<file path="config.mk">
export PLATFORM = sky130hd
export DESIGN_NAME = asteroid_spawner
export DESIGN_NICKNAME = d
export VERILOG_FILES = /design/src/rtl/asteroid_spawner.sv
export SDC_FILE = /design/constraint.sdc
export NUM_CORES = 1
export LEC_CHECK = 0
export CORE_ASPECT_RATIO = 0.6
export CORE_MARGIN = 2
export CORE_UTILIZATION = 40
export DETAILED_ROUTE_END_ITERATION = 10
export PLACE_DENSITY_LB_ADDON = 0.3
export SETUP_SLACK_MARGIN = 0.05
export SKIP_LAST_GASP = 1
export SYNTH_ARGS = -nofsm -noshare
export SYNTH_HDL_FRONTEND = slang
export SYNTH_SLANG_ARGS = --single-unit
export TNS_END_PERCENT = 30
</file>
<file path="constraint.sdc">
create_clock -name clk -period 2.46 [get_ports clk]
set_input_delay 0.246 -clock clk [delete_from_list [all_inputs] [get_ports clk]]
set_output_delay 0.246 -clock clk [all_outputs]
set_load 0.03 [all_outputs]
</file>
<file path="src/rtl/asteroid_spawner.sv">
// Asteroid spawner: buffers random words in a small FIFO and turns one word
// into one asteroid spawn (edge, position, speed) per pending request.
module asteroid_spawner #(
   parameter int SCREEN_W   = 640,
   parameter int SCREEN_H   = 480,
   parameter int FIFO_DEPTH = 4
) (
   input  logic                               clk,
   input  logic                               reset,
   input  logic                               rnd_valid,
   input  logic [15:0]                        rnd_data,
   output logic                               rng_enable,
   input  logic                               spawn_req,
   input  logic                               spawn_ready,
   output logic                               spawn_valid,
   output logic [9:0]                         spawn_x,
   output logic [8:0]                         spawn_y,
   output logic [1:0]                         spawn_edge,
   output logic [2:0]                         spawn_speed,
   output logic                               drop_flag,
   output logic                               dbg_state,
   output logic [$clog2(FIFO_DEPTH+1)-1:0]    dbg_count,
   output logic [1:0]                         dbg_pending
);

   localparam int PTR_W = $clog2(FIFO_DEPTH);
   localparam int CNT_W = $clog2(FIFO_DEPTH + 1);
   localparam logic [CNT_W-1:0] DEPTH_C = CNT_W'(FIFO_DEPTH);
   localparam logic [9:0] W_C   = 10'(SCREEN_W);
   localparam logic [9:0] W_MAX = 10'(SCREEN_W - 1);
   localparam logic [8:0] H_C   = 9'(SCREEN_H);
   localparam logic [8:0] H_MAX = 9'(SCREEN_H - 1);

   typedef enum logic {IDLE = 1'b0, PRESENT = 1'b1} state_t;

   logic [15:0]      fifo_mem [FIFO_DEPTH];
   state_t           state_q;
   logic [CNT_W-1:0] count_q, count_d;
   logic [PTR_W-1:0] rd_ptr_q, rd_ptr_d, wr_ptr_q, wr_ptr_d;
   logic [1:0]       pending_q, pending_d;
   logic             rng_en_q, valid_q, drop_q;
   logic [9:0]       x_q, x_d, x_red;
   logic [8:0]       y_q, y_d, y_red;
   logic [1:0]       edge_q;
   logic [2:0]       speed_q, speed_d;
   logic [15:0]      head_w;
   logic             full, empty, pop, push, drop;
   logic             unused_bits;

   assign head_w      = fifo_mem[rd_ptr_q];
   assign unused_bits = ^head_w[11:10];

   always_comb begin
      full  = (count_q == DEPTH_C);
      empty = (count_q == '0);
      // A request arriving this very cycle already counts, so a full FIFO can
      // take a new word in the same cycle the game asks for a spawn.
      pop   = (state_q == IDLE) && !empty && ((pending_q != 2'd0) || spawn_req);
      push  = rnd_valid && (!full || pop);
      drop  = rnd_valid && full && !pop;

      count_d = count_q;
      if (push && !pop)      count_d = count_q + CNT_W'(1);
      else if (pop && !push) count_d = count_q - CNT_W'(1);

      wr_ptr_d = push ? wr_ptr_q + PTR_W'(1) : wr_ptr_q;
      rd_ptr_d = pop  ? rd_ptr_q + PTR_W'(1) : rd_ptr_q;

      pending_d = pending_q;
      if (spawn_req && !pop && (pending_q != 2'd3)) pending_d = pending_q + 2'd1;
      else if (pop && !spawn_req)                   pending_d = pending_q - 2'd1;

      x_red   = (head_w[9:0] < W_C) ? head_w[9:0] : head_w[9:0] - W_C;
      y_red   = (head_w[8:0] < H_C) ? head_w[8:0] : head_w[8:0] - H_C;
      speed_d = {1'b0, head_w[13:12]} + 3'd1;
      x_d     = x_red;
      y_d     = y_red;
      case (head_w[15:14])
         2'd0:    begin x_d = x_red; y_d = '0;    end
         2'd1:    begin x_d = W_MAX; y_d = y_red; end
         2'd2:    begin x_d = x_red; y_d = H_MAX; end
         default: begin x_d = '0;    y_d = y_red; end
      endcase
   end

   always_ff @(posedge clk) begin
      if (push) fifo_mem[wr_ptr_q] <= rnd_data;
   end

   always_ff @(posedge clk or posedge reset) begin
      if (reset) begin
         state_q   <= IDLE;
         count_q   <= '0;
         rd_ptr_q  <= '0;
         wr_ptr_q  <= '0;
         pending_q <= '0;
         rng_en_q  <= 1'b0;
         drop_q    <= 1'b0;
         valid_q   <= 1'b0;
         x_q       <= '0;
         y_q       <= '0;
         edge_q    <= '0;
         speed_q   <= '0;
      end else begin
         count_q   <= count_d;
         rd_ptr_q  <= rd_ptr_d;
         wr_ptr_q  <= wr_ptr_d;
         pending_q <= pending_d;
         rng_en_q  <= (count_d < DEPTH_C);
         drop_q    <= drop_q | drop;
         case (state_q)
            IDLE: begin
               if (pop) begin
                  state_q <= PRESENT;
                  valid_q <= 1'b1;
                  x_q     <= x_d;
                  y_q     <= y_d;
                  edge_q  <= head_w[15:14];
                  speed_q <= speed_d;
               end
            end
            default: begin
               if (spawn_ready) begin
                  state_q <= IDLE;
                  valid_q <= 1'b0;
               end
            end
         endcase
      end
   end

   assign rng_enable  = rng_en_q;
   assign spawn_valid = valid_q;
   assign spawn_x     = x_q;
   assign spawn_y     = y_q;
   assign spawn_edge  = edge_q;
   assign spawn_speed = speed_q;
   assign drop_flag   = drop_q;
   assign dbg_state   = state_q;
   assign dbg_count   = count_q;
   assign dbg_pending = pending_q;

endmodule

</file>
Fig. 1: wiring heat map
Scale bar: 50 microns. 26 x 16 tiles, from dark blue (low) to red (high), scaled to the fullest tile. Values are wire area over tile area, all layers added.
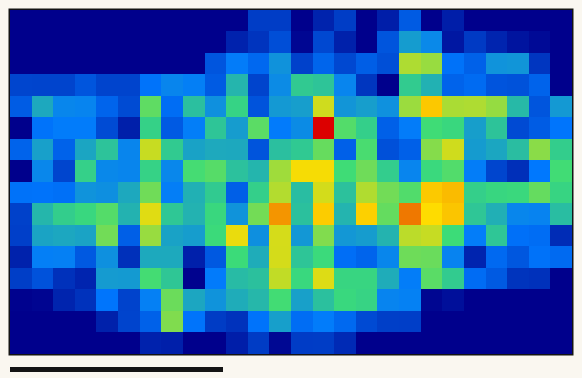
nearly empty tiles	21%
fullest tile	0.42
tiles over half the peak	15%
emptiest ninth of the die	upper left
mean over tiles	0.12
GRT Total Usage: 15.7%
Routed WL: 7690 microns
via count: 2386

Fig. 2: cell area per tile
Scale bar: 50 microns. 13 x 8 tiles, from dark blue (low) to red (high), 0 to 100% covered.
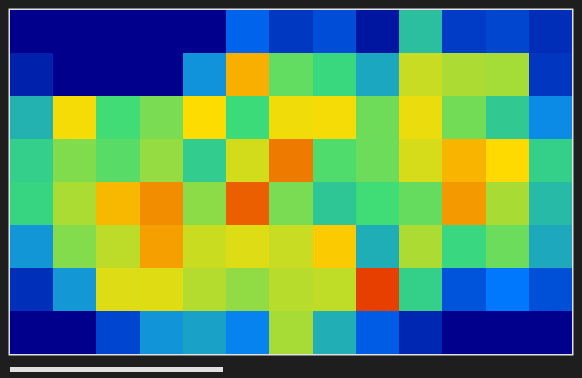
tiles over 75% full	11%
fullest tile	93%
nearly empty tiles	13%

==> CHANGELOG.md <==
## Implementation

- DRC violations left: 0
- Total power: between 0.006 and 0.007 W
- Area fraction in mux cells: a little under a tenth
- CP Buf/Inv Count: 0
- Synth area leaders: edfxtp_1, dfrtp_1, mux4_2
- Setup violators final: 0
- IO Port Bufs: approximately 51
- Gate Count Post-Synth: ~280
- Final antenna-violating net count: 0
- WP data arrival: 2.46 ns
- Init Core Util: a little over two fifths
- Asr flop ratio synth: about two fifths
- Clock Tree Buf Depth: 2
- Nets: 368
- Fin crit share: approximately nine tenths
- HPWL Detailed: 5300 microns
- Yosys aoi share: 8.52%
- Placed cell area: around 4600 sq um
- Routed len/inst: about 16 microns
- Share of the synthesized area in the top cell type: between 40% and 50%
- Count of different cell masters after synthesis: 41
- Startpoint Class: flop
- Adder Area Share: under 10%
- Slowest cell on the critical path: mux4_2
- Vias in the first global route: ~2300
- Post-CTS Setup Repair Bufs: 0
- Logic family by area: multiplexers
- IO Pins: ~54
- Slew headroom: about two thirds
- Tool warnings: 35
- Cell family with most CP delay: multiplexers
- Register area share after synthesis: between 60% and 70%
- RSZ-0062 raised after global routing: no
- Crit. Startpoint: rd_ptr_q[0]
- DP Worst Slack: roughly 0.25 ns
- PwrDens: 1420 nW/um^2
- Post_cts resized: 0
- CTS clock-pin slew for the worst setup and hold paths: roughly 0.06 ns
- Hold Vio Cnt, Final: 0
- Yosys reg bits: around 93
- Drt pass-1 iters: 4
- Post-synth EDFFs: 56
- Clock Skew: 0.00631 ns
- Biggest area consumer among synthesized cells: edfxtp_1
- Htree depth: 3
- # Cells Yosys: 275
- Status: completed
- Slowest stage delay, CP: 0.68 ns
- Core Area: slightly above 9000 sq um
- Simple share: 7.47%
- Crit-path cells: mux4_2 -> ha_1 -> and2_1 -> xnor2_1 -> nand2_1 -> a22o_1
- Synth warnings: 0
- Largest net degree at the start of global routing: 38
- Worst slew pin tran: 0.502 ns
- Max FO, Critical Path: 7
- Commonest flop: edfxtp_1
- Starting DRC count in detailed routing: ~180
- Syn_nets: roughly 300
- Area Overhead vs Synth: 24.7%
- Placement Rows: 27
- CTS tree: yes
- Worst R2R Start: rd_ptr_q[0]
- Num CTS Buffers: 9
- Vias per inst: 5.07
- XOR/XNOR Area Share: 1.34%
- Cell Count, Final, Fillers Out: 471
- Critical setup path kind: flop to flop
- Fmax achieved: between 0.4 and 0.5 GHz
- HP Class: input port to asynchronous set/reset pin
- Max-Cap Viols: 0
- First-pass GRT wire length: 12400 microns
Fig. 3: cells by drive strength
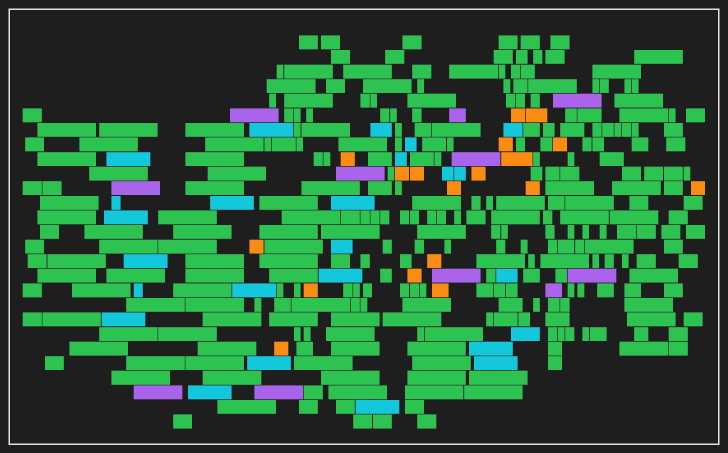
color	size	cells	share	most used
cyan	x2	25	7.3%	mux4_2
purple	x6 and larger	11	3.2%	clkbuf_16
green	x1 and smaller	287	84%	edfxtp_1
orange	x3 and x4	18	5.3%	buf_4

==> registers in the layout, summed over array words and instances, names as in the netlist, 3 cells and up, named ones only <==
register	cells
fifo_mem	56
spawn_speed	3
spawn_y	9
spawn_x	10
==> power breakdown <==
part           switching, W  internal, W
clock              0.000584     0.000686
combinational       0.00186      0.00136
sequential         0.000299      0.00217
==> tightest hold or removal path: cells and delay by family <==
kind                   cells  cell delay, ns
buffers and inverters      3            0.86
==> through the flow <==
step | utilization (%) | hold WS (ns) | setup TNS (ns)
after floorplan | - | 0.342 | -3.96
after global placement | 49.6 | 0.450 | 0
after detailed placement | 49.6 | 0.455 | 0
after CTS | 52.5 | 0.337 | 0
after global routing | 52.5 | 0.384 | 0
final | 52.5 | 0.328 | 0
==> final cells by class <==
class	instances	area, sq um
repair buffers	65	616
inverters	14	52.6
fillers	829	4450
clock buffers	9	225
multi-input cells	153	1200
flip-flops and latches	93	2610
well taps	130	163
clock inverters	7	47.5
==> path summary, 6_finish.rpt <==
path	slack, ns	to	cells past startpoint
worst max-delay path	0.23	spawn_y[7]	6
worst min-delay path	0.33	drop_flag	3
worst max register to register	0.23	spawn_y[7]	6
worst min register to register	0.47	drop_flag	1
max in group asynchronous	1.80	wr_ptr_q[1]	3
min in group clk	0.47	drop_flag	1
==> cell families after synthesis <==
group / Yosys count
flip-flops: 93
adder cells (fa/ha/maj): 11
buffers and inverters: 29
multiplexers: 19
AND-OR/OR-AND: 54
AND/OR/NAND/NOR: 63
XOR/XNOR: 6
==> placed cells by master, fill, tap and decap left out, types with 2 or more instances in the layout <==
master	netlist	final
and2_1	2	2
ha_1	11	11
a41o_1	2	2
nand2b_1	2	2
inv_1	14	14
nor4_1	3	3
nor2b_1	3	3
nand2_1	34	34
a22o_1	3	3
o21ai_1	3	3
o21ai_0	19	19
mux4_2	14	14
dfrtp_1	37	37
edfxtp_1	56	56
inv_6	0	2
buf_4	2	14
mux2_2	3	3
mux2i_1	2	2
clkdlybuf4s50_1	0	51
a21o_1	2	2
nor2_2	0	4
nor2_1	9	5
a21oi_1	16	16
xnor2_1	6	6
clkinv_2	0	2
clkbuf_16	0	9
nor3_1	3	3
==> layer usage <==
metal / track usage, % / wire length (microns)
met4: 4.67 / 84
met5: 0 / 0
met3: 5.37 / 520
met1: 22.4 / 3790
met2: 23.1 / 3300
Power is estimated from default activity; no workload was simulated.
